===== config.mk =====
export PLATFORM = sky130hd
export DESIGN_NAME = spi_burst_ctrl
export DESIGN_NICKNAME = d
export VERILOG_FILES = /design/src/rtl/spi_burst_pkg.sv /design/src/rtl/spi_sync_fifo.sv /design/src/rtl/spi_burst_ctrl.sv
export SDC_FILE = /design/constraint.sdc
export NUM_CORES = 1
export LEC_CHECK = 0
export ABC_AREA = 1
export ABC_CLOCK_PERIOD_IN_PS = 2900
export CAP_MARGIN = 10
export CORE_MARGIN = 10
export CORE_UTILIZATION = 60
export DETAILED_ROUTE_END_ITERATION = 16
export PLACE_DENSITY = 0.89
export SYNTH_ARGS = -nofsm -noshare
export SYNTH_HDL_FRONTEND = slang
export SYNTH_HIERARCHICAL = 1
export SYNTH_SLANG_ARGS = --single-unit

===== constraint.sdc =====
create_clock -name clk -period 2.9 [get_ports clk]
set_clock_uncertainty 0.15 [all_clocks]
set_input_delay 0.435 -clock clk [delete_from_list [all_inputs] [get_ports clk]]
set_output_delay 0.435 -clock clk [all_outputs]
set_load 0.02 [all_outputs]

===== src/rtl/spi_burst_pkg.sv =====
// Shared types and constants for the SPI burst controller and its FIFOs.
package spi_burst_pkg;

  typedef enum logic [1:0] {
    IDLE  = 2'd0,
    FEED  = 2'd1,
    DRAIN = 2'd2,
    DONE  = 2'd3
  } state_e;

  // Sent in place of a real byte when the TX FIFO runs dry mid-burst.
  localparam logic [7:0] FILL_BYTE = 8'hFF;

  function automatic int unsigned ptr_w(input int unsigned depth);
    return (depth > 1) ? $clog2(depth) : 1;
  endfunction

endpackage


===== src/rtl/spi_sync_fifo.sv =====
// Single-clock first-word fall-through FIFO; when empty the head holds the last popped word.
module spi_sync_fifo
  import spi_burst_pkg::*;
#(
  parameter int unsigned DEPTH = 16,
  parameter int unsigned WIDTH = 8
) (
  input  logic             clk,
  input  logic             rst,
  input  logic             push_i,
  input  logic [WIDTH-1:0] push_data_i,
  input  logic             pop_i,
  output logic [WIDTH-1:0] head_o,
  output logic             full_o,
  output logic             empty_o
);
  localparam int unsigned PW = ptr_w(DEPTH);

  logic [WIDTH-1:0] mem_q [DEPTH];
  logic [PW-1:0]    wr_ptr_q, rd_ptr_q;
  logic [PW:0]      count_q;
  logic [WIDTH-1:0] last_q;
  logic             do_push, do_pop;

  assign empty_o = (count_q == '0);
  assign full_o  = (count_q == (PW+1)'(DEPTH));
  assign do_pop  = pop_i && !empty_o;
  // A pop frees a slot in the same cycle, so a push against a full FIFO still lands.
  assign do_push = push_i && (!full_o || do_pop);
  assign head_o  = empty_o ? last_q : mem_q[rd_ptr_q];

  // NOTE: the storage array is deliberately not reset; only pointers and count are, so it maps to plain RAM.
  always_ff @(posedge clk) begin
    if (do_push) mem_q[wr_ptr_q] <= push_data_i;
  end

  always_ff @(posedge clk or posedge rst) begin
    if (rst) begin
      wr_ptr_q <= '0;
      rd_ptr_q <= '0;
      count_q  <= '0;
      last_q   <= '0;
    end else begin
      if (do_push) wr_ptr_q <= wr_ptr_q + PW'(1);
      if (do_pop) begin
        rd_ptr_q <= rd_ptr_q + PW'(1);
        last_q   <= mem_q[rd_ptr_q];
      end
      case ({do_push, do_pop})
        2'b10:   count_q <= count_q + (PW+1)'(1);
        2'b01:   count_q <= count_q - (PW+1)'(1);
        default: count_q <= count_q;
      endcase
    end
  end

endmodule


===== src/rtl/spi_burst_ctrl.sv =====
// Streams a counted burst from a TX FIFO through a byte SPI master under one SS window, filling an RX FIFO.
// Define SPI_BURST_ERR_EN to build the sticky underrun/overflow flags; otherwise both outputs are tied low.
module spi_burst_ctrl
  import spi_burst_pkg::*;
#(
  parameter int unsigned DEPTH = 16,
  parameter int unsigned LEN_W = 8
) (
  input  logic             clk,
  input  logic             rst,
  input  logic             cmd_valid,
  output logic             cmd_ready,
  input  logic [LEN_W-1:0] cmd_len,
  input  logic             tx_wr,
  input  logic [7:0]       tx_data,
  output logic             tx_full,
  input  logic             rx_rd,
  output logic [7:0]       rx_data,
  output logic             rx_empty,
  output logic             busy,
  output logic             done,
  output logic             underrun,
  output logic             overflow,
  output logic             spi_en,
  output logic [7:0]       spi_tx_byte,
  input  logic             spi_tx_ready,
  input  logic [7:0]       spi_rx_byte,
  input  logic             spi_rx_ready
);
  state_e           state_q, state_d;
  logic [LEN_W-1:0] tx_left_q, tx_left_d, rx_left_q, rx_left_d;
  logic             spi_en_q, spi_en_d;
  logic [7:0]       tx_byte_q, tx_byte_d;
  logic             done_q;
  logic             tx_pop, tx_empty;
  logic [7:0]       tx_head, next_byte;
  logic             rx_write, rx_push, rx_full;
  logic             accept;

  assign accept    = (state_q == IDLE) && cmd_valid;
  assign next_byte = tx_empty ? FILL_BYTE : tx_head;
  assign rx_write  = spi_rx_ready && (state_q != IDLE);
  assign rx_push   = rx_write && (!rx_full || rx_rd);

  spi_sync_fifo #(.DEPTH(DEPTH), .WIDTH(8)) u_tx_fifo (
    .clk(clk), .rst(rst),
    .push_i(tx_wr), .push_data_i(tx_data), .pop_i(tx_pop),
    .head_o(tx_head), .full_o(tx_full), .empty_o(tx_empty)
  );

  spi_sync_fifo #(.DEPTH(DEPTH), .WIDTH(8)) u_rx_fifo (
    .clk(clk), .rst(rst),
    .push_i(rx_push), .push_data_i(spi_rx_byte), .pop_i(rx_rd),
    .head_o(rx_data), .full_o(rx_full), .empty_o(rx_empty)
  );

  always_comb begin
    // NOTE: every comb output takes a default before the case, so no path can infer a latch.
    state_d   = state_q;
    tx_left_d = tx_left_q;
    rx_left_d = rx_left_q;
    spi_en_d  = spi_en_q;
    tx_byte_d = tx_byte_q;
    tx_pop    = 1'b0;
    case (state_q)
      IDLE: if (accept) begin
        tx_left_d = cmd_len;
        rx_left_d = cmd_len;
        tx_pop    = 1'b1;
        tx_byte_d = next_byte;
        spi_en_d  = 1'b1;
        state_d   = FEED;
      end
      FEED: if (spi_tx_ready) begin
        if (tx_left_q == '0) begin
          spi_en_d = 1'b0;
          state_d  = DRAIN;
        end else begin
          tx_pop    = 1'b1;
          tx_byte_d = next_byte;
          tx_left_d = tx_left_q - LEN_W'(1);
        end
      end
      DONE:    state_d = IDLE;
      default: ;
    endcase
    // The receive count closes the burst; it overrides any FEED decision taken this cycle.
    if (rx_write) begin
      if (rx_left_q != '0) begin
        rx_left_d = rx_left_q - LEN_W'(1);
      end else if (state_q == FEED || state_q == DRAIN) begin
        spi_en_d = 1'b0;
        state_d  = DONE;
      end
    end
  end

  always_ff @(posedge clk or posedge rst) begin
    if (rst) begin
      state_q   <= IDLE;
      tx_left_q <= '0;
      rx_left_q <= '0;
      spi_en_q  <= 1'b0;
      tx_byte_q <= '0;
      done_q    <= 1'b0;
    end else begin
      state_q   <= state_d;
      tx_left_q <= tx_left_d;
      rx_left_q <= rx_left_d;
      spi_en_q  <= spi_en_d;
      tx_byte_q <= tx_byte_d;
      done_q    <= (state_q == DONE);
    end
  end

  assign cmd_ready   = (state_q == IDLE);
  assign busy        = (state_q != IDLE);
  assign done        = done_q;
  assign spi_en      = spi_en_q;
  assign spi_tx_byte = tx_byte_q;

`ifdef SPI_BURST_ERR_EN
  logic underrun_q, overflow_q;

  // A new error in the accept cycle wins over the clear.
  always_ff @(posedge clk or posedge rst) begin
    if (rst) begin
      underrun_q <= 1'b0;
      overflow_q <= 1'b0;
    end else begin
      if (tx_pop && tx_empty) underrun_q <= 1'b1;
      else if (accept)        underrun_q <= 1'b0;
      if (rx_write && !rx_push) overflow_q <= 1'b1;
      else if (accept)          overflow_q <= 1'b0;
    end
  end

  assign underrun = underrun_q;
  assign overflow = overflow_q;
`else
  assign underrun = 1'b0;
  assign overflow = 1'b0;
`endif

endmodule


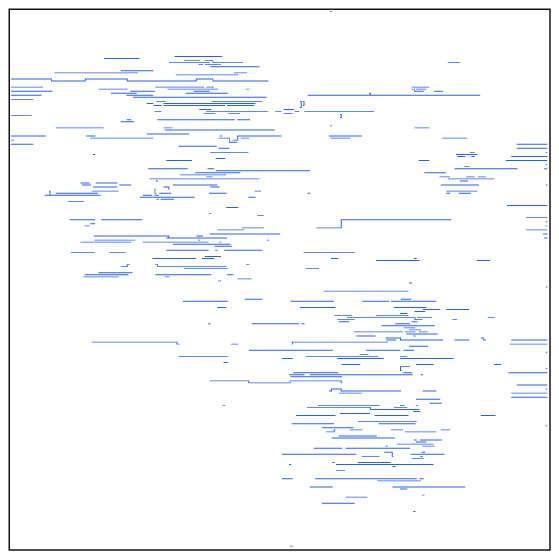
Figure 1: run 1, met3 routing.
Drawn at 3 px/um.
- main direction: horizontal
- nets with wire on the layer: 220
- share of all routed wire: 8.5%
- longest straight run: 57.3 um
- wire length on this layer: 2,990 um

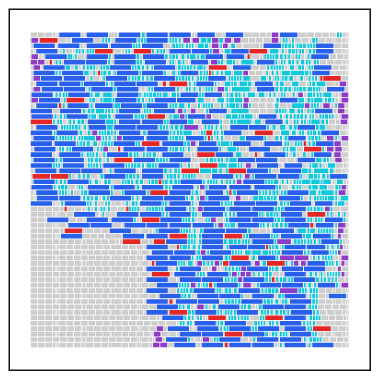
Figure 2: run 1, cells coloured by class.
Drawn at 2 px/um. Fill, decap, tap and diode cells in grey.
- purple: remaining buffers and delay cells (cells 97)
- cyan: combinational and other logic (cells 1,177)
- red: clock drivers and dummy loads (cells 61)
- blue: sequential cells (cells 326)

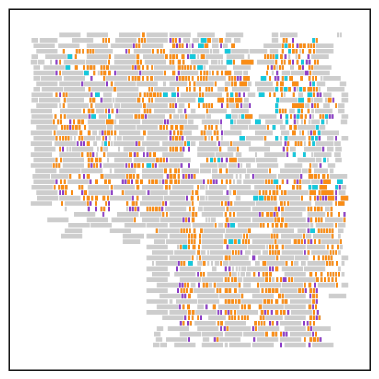
Figure 3: run 1, gate-type map.
Drawn at 2 px/um.
- purple: inv cells (cells 215; where spread over the die)
- orange: nand cells (cells 771; where spread over the die)
- cyan: aoi and oai cells (cells 73)

==> results.toml, run 1 <==
# implementation run metrics
[die]
ios = 55

[clocking]
cts.sinks = 326
cts.clk_slew.worst_paths_ns = 0.06
cts.repair.resized = 12
clockBufferDepth = 3
clk_latency_ns = 0.52
cts_buffers = 34
htreeDepth = 2

[worst_setup_path]
endpoint_kind = "output pin"
cp.depth = 10
r2r-start = "state_q[0]"
cp-startpoint = "u_rx_fifo/rd_ptr_q[0]"
crit_slowest_cell = "dfrtp_2"
path_class = "reg -> out"
critical_path.startpoint_type = "flip-flop"
cp-endpoint = "rx_data[2]"

[routing]
wl_met1_um = 13500
antenna_left = 0
routed_wl_um = 35100
dr_wl_met3_um = 2990

[global_routing]
antenna_found_initial = 0
grt.overflow.total = 0
gr-usage-all-layers = 0.208
grt_pass1_vias = 10901

[power]
vdd_drop_max_v = 0.000873
power-per-cell-area_nw_per_um2 = 1040
seqPwrFrac = 0.358
p_seq_uw = 6380
power_frac_comb = 0.417
top_power_group = "combinational logic"
power_leakage_uw = 0.00764

[placement]
dpl.hpwl_um = 22100
gp_congestion = 0.874

[sta]
finalCritPeriodShare = 0.993
worst_hold_slack_ns = 0.209
final.min_clock_period_ns = 2.88
worstMarginPinSlew_ns = 0.801

[layout]
regArea_um2 = 9440
fill_cells = 1751
layout.area.comb_um2 = 4650
design.seq.count = 326
sh_seq_area = 0.548
clkCellAreaFrac = 0.0586
mostFrequentLayoutCell = "nand2_1"

[logic_synthesis]
yosys_warnings = 6
synth-edff-count = 256
topCellsByArea = "edfxtp_1, nand2_1, dfrtp_1"
syn_inst = 1564
post_synth.cell_area_avg_um2 = 9.79
top_area_cell = "edfxtp_1"
ys.flop_type = "edfxtp_1"

[min_path]
worst_hold_path_type = "in -> async"

[run]
maxCapViolations = 0
openroad.warnings = 37

[outcome]
outcome = "finished clean"
--- run 2 (diff from run 1) ---
--- a/config.mk
+++ b/config.mk
@@ -6,7 +6,7 @@
 export NUM_CORES = 1
 export LEC_CHECK = 0
 export ABC_AREA = 1
-export ABC_CLOCK_PERIOD_IN_PS = 2900
+export ABC_CLOCK_PERIOD_IN_PS = 2800
 export CAP_MARGIN = 10
 export CORE_MARGIN = 10
 export CORE_UTILIZATION = 60
==> constraint.sdc (replaced) <==
create_clock -name clk -period 2.8 [get_ports clk]
set_clock_uncertainty 0.15 [all_clocks]
set_input_delay 0.42 -clock clk [delete_from_list [all_inputs] [get_ports clk]]
set_output_delay 0.42 -clock clk [all_outputs]
set_load 0.02 [all_outputs]
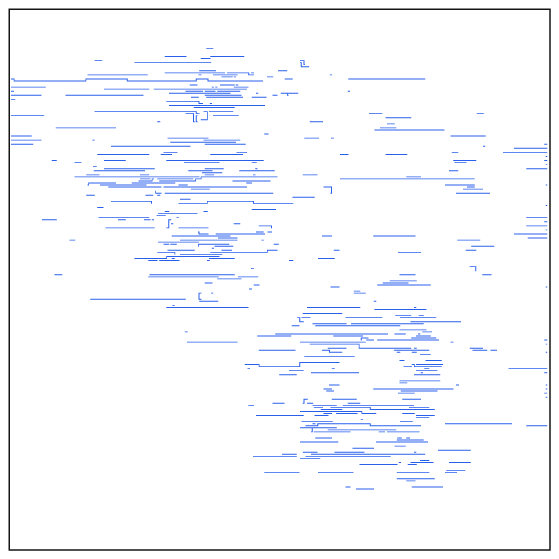
Figure 4: run 2, met3 routing.
Drawn at 3 px/um.
- longest straight run: 44.6 um
- nets with wire on the layer: 247
- share of all routed wire: 8.8%
- main direction: horizontal
- wire length on this layer: 3,180 um
GRT met3 Usage: 0.0363
DR vias: 11.3k
drt total wl: 36,000 um

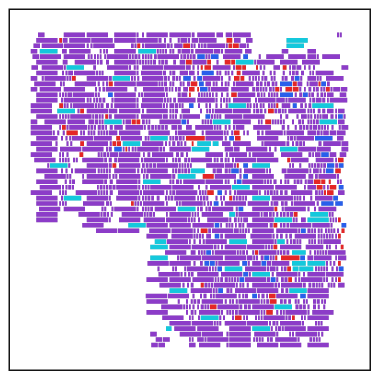
Figure 5: run 2, sizing map.
Drawn at 2 px/um.
- cyan: _6 and larger (cells 51)
- blue: _3 and _4 cells (cells 56)
- red: _2 cells (cells 91)
- purple: _0 and _1 cells (cells 1,465)

==> run 2 against run 1 <==
  * The run now ends with negative setup slack left
  * Clock power up 9.0%
  * Highest routed layer unchanged
  * Hold slack worse by 0.15 ns
  * Critical path type unchanged
  * Sequential cell count did not move
  * Final cell count is 0.10% higher
==> results.toml, run 2 <==
# implementation run metrics
[clocking]
clk_latency_ns = 0.52
postCtsSetupRepairBufs = 0
cts.repair.resized = 20
clockBufferDepth = 3
htreeDepth = 2
cts.clk_slew.worst_paths_ns = 0.06
ctsHoldBuffers = 0
cts.sinks = 326
cts_buffers = 34
cts_tree = "yes"

[worst_setup_path]
cp.depth = 9
cp_top_family = "simple AND/OR/NAND/NOR gates"
endpoint_kind = "output pin"
critical_path.startpoint_type = "flip-flop"
r2r_cells = 17
regToRegSetupSlack_ns = 0.07
crit_slowest_cell = "dfrtp_2"
path_class = "reg -> out"
max_stage_delay_ns = 0.47
worst-endpoint-required_ns = 2.23
cp-startpoint = "u_rx_fifo/rd_ptr_q[0]"
cp-endpoint = "rx_data[1]"
r2r-start = "tx_left_q[1]"
cp.arrival_ns = 2.24

[logic_synthesis]
synth-edff-count = 256
logic_family = "simple AND/OR/NAND/NOR gates"
topCellsByArea = "edfxtp_1, nand2_1, dfrtp_1"
top_area_cell = "edfxtp_1"
ys_area_um2 = 15300
ys.flops = 326
synthTopCellsByCount = "nand2_1, edfxtp_1, inv_1"
yosys_warnings = 6
post_synth.cell_area_avg_um2 = 9.79
syn_inst = 1564
ys_sh_xor = 0.0136
postSynth.asyncResetShare = 0.215
ys.flop_type = "edfxtp_1"
syn_area_um2 = 15300

[layout]
nClkBuffers = 42
fill_cells = 1640
design.seq.count = 326
layout.area.comb_um2 = 4710
antennaDiodeCount = 0
reg_top3 = "u_rx_fifo/mem_q: 128 flops, u_tx_fifo/mem_q: 128 flops"
clkCellAreaFrac = 0.0619
mostFrequentLayoutCell = "nand2_1"
fin_area_um2 = 17400
post-route-util = 0.694
regArea_um2 = 9440
drive_above_1_share = 0.119
sh_seq_area = 0.542

[power]
top_power_group = "combinational logic"
seqPwrFrac = 0.349
power_leakage_uw = 0.00772
power_frac_comb = 0.420
p_seq_uw = 6630
power-per-cell-area_nw_per_um2 = 1090
vdd_drop_max_v = 0.000937

[sta]
setup_viol = 1
finalCritPeriodShare = 1.00
finalWorstSetupSlack_ns = -0.0103
grt_setup_unrepaired = "true"
maxSlewHeadroom = 0.449
setup_tns_ns = -0.0103
final.min_clock_period_ns = 2.81
worst_hold_slack_ns = 0.0631
worstMarginPinSlew_ns = 0.823

[routing]
dr.max_layer_used = "met4"
initialDrtViolationCount = 1503
wl_met1_um = 13800
antenna_left = 0
dr_wl_met3_um = 3180

[die]
chipArea_um2 = 32300
die_h_um = 180
fp_util = 0.610
ios = 55
die_w_um = 180
design.core.area_um2 = 25100

[min_path]
worst_hold_path_type = "in -> async"

[placement]
dpl.hpwl_um = 22200
gp_congestion = 0.878
postPlaceCellArea_um2 = 16200

[global_routing]
grt.overflow.total = 0
antenna_found_initial = 0
grt_pass1_vias = 11103
gr-usage-all-layers = 0.209

[run]
maxCapViolations = 0
openroad.warnings = 38

[outcome]
outcome = "complete, but fails checks"
violations = "negative setup slack"
--- run 3 (diff from run 2) ---
--- a/config.mk
+++ b/config.mk
@@ -8,8 +8,9 @@
 export ABC_AREA = 1
 export ABC_CLOCK_PERIOD_IN_PS = 2800
 export CAP_MARGIN = 10
-export CORE_MARGIN = 10
+export CORE_MARGIN = 1.5
 export CORE_UTILIZATION = 60
+export CTS_CLUSTER_SIZE = 24
 export DETAILED_ROUTE_END_ITERATION = 16
 export PLACE_DENSITY = 0.89
 export SYNTH_ARGS = -nofsm -noshare
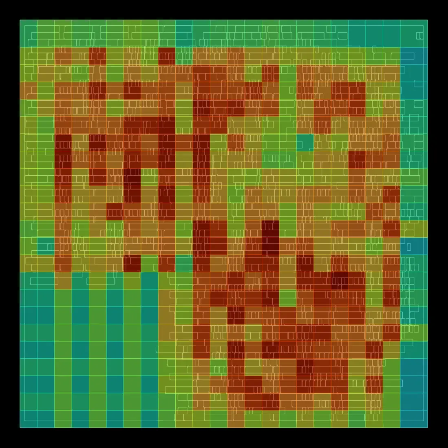
Figure 6: run 3, track usage over the die.
Final Core Density: 0.695
routing usage on met2: 0.457
GRT Overall Usage: 0.268
Most Used Layer, Global Route: met2
GRT met3 Usage: 0.0596

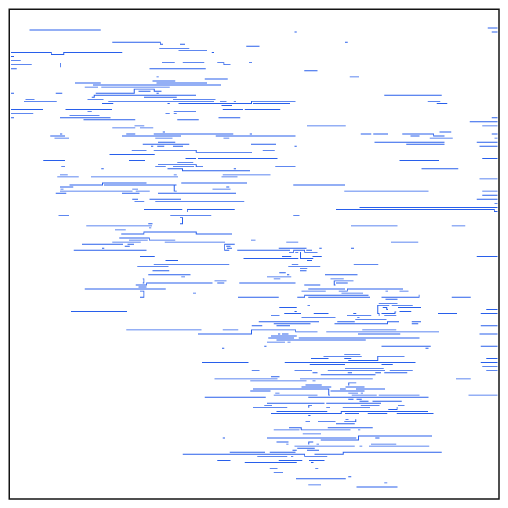
Figure 7: run 3, met3 routing.
Drawn at 3 px/um.
- main direction: horizontal
- longest straight run: 52.7 um
- nets with wire on the layer: 243
- wire length on this layer: 3,670 um
DR vias: 11.3k
drt total wl: 36,000 um

==> run 3 against run 2 <==
  * Critical path type unchanged
  * Final cell count about the same
  * Critical endpoint is now rx_data[4]
  * Sequential share of layout area down 0.10 points
  * Critical path depth up 1
  * First-iteration DRC count down 4.5%
  * Die size down 18%
  * Largest power group unchanged
  * Utilization up 0.13 points
  * Combinational power down 1%
  * The flow now finishes without violations
==> results.toml, run 3 <==
# implementation run metrics
[outcome]
outcome = "finished clean"

[logic_synthesis]
syn_inst = 1564
ys.flops = 326
ys_area_um2 = 15300
post_synth.cell_area_avg_um2 = 9.79
topCellsByArea = "edfxtp_1, nand2_1, dfrtp_1"
syn_area_um2 = 15300
synthTopCellsByCount = "nand2_1, edfxtp_1, inv_1"
ys_sh_xor = 0.0136
postSynth.asyncResetShare = 0.215
yosys_warnings = 6
top_area_cell = "edfxtp_1"

[run]
openroad.warnings = 37
maxCapViolations = 0

[sta]
maxSlewHeadroom = 0.488
finalCritPeriodShare = 0.984
grt_setup_unrepaired = "true"
setup_tns_ns = 0
worst_hold_slack_ns = 0.192
final.min_clock_period_ns = 2.76
finalWorstSetupSlack_ns = 0.0435

[placement]
dpl.hpwl_um = 21200
port_buffers = 52
gp_congestion = 0.827
postPlaceCellArea_um2 = 16200

[clocking]
cts_tree = "yes"
postCtsSetupRepairBufs = 0
cts_buffers = 34
cts.clk_slew.worst_paths_ns = 0.06
clockBufferDepth = 3
ctsHoldBuffers = 0
htreeDepth = 2
cts.sinks = 326
clk_latency_ns = 0.53

[layout]
antennaDiodeCount = 0
regArea_um2 = 9440
fill_cells = 1632
final_nets = 1694
nClkBuffers = 39
drive_above_1_share = 0.120
clkCellAreaFrac = 0.0659
fin_area_um2 = 17400
sh_seq_area = 0.541
reg_top3 = "u_rx_fifo/mem_q: 128 flops, u_tx_fifo/mem_q: 128 flops"
mostFrequentLayoutCell = "nand2_1"
layout.area.comb_um2 = 4680
design.seq.count = 326

[global_routing]
antenna_found_initial = 0
grt_pass1_vias = 10997
grt.overflow.total = 0

[power]
power_frac_comb = 0.413
clock_power_share = 0.241
power-per-cell-area_nw_per_um2 = 1100
p_seq_uw = 6610
seqPwrFrac = 0.346
vdd_drop_max_v = 0.000860
top_power_group = "combinational logic"

[die]
ios = 55
fp_util = 0.610
die_h_um = 163
design.core.area_um2 = 25100

[worst_setup_path]
path_class = "reg -> out"
r2r_cells = 17
cp.depth = 10
worst-endpoint-required_ns = 2.23
cp-startpoint = "u_rx_fifo/rd_ptr_q[0]"
max_stage_delay_ns = 0.49
endpoint_kind = "output pin"
critical_path.startpoint_type = "flip-flop"
cp_top_family = "simple AND/OR/NAND/NOR gates"
cp.arrival_ns = 2.19
crit_slowest_cell = "dfrtp_2"
r2r-start = "tx_left_q[0]"
regToRegSetupSlack_ns = 0.09
cp-endpoint = "rx_data[4]"

[routing]
dr_wl_met3_um = 3670
initialDrtViolationCount = 1435
dr.max_layer_used = "met4"
wl_met1_um = 13100
antenna_left = 0

[min_path]
worst_hold_path_type = "in -> async"
Power and IR drop assume default switching activity.
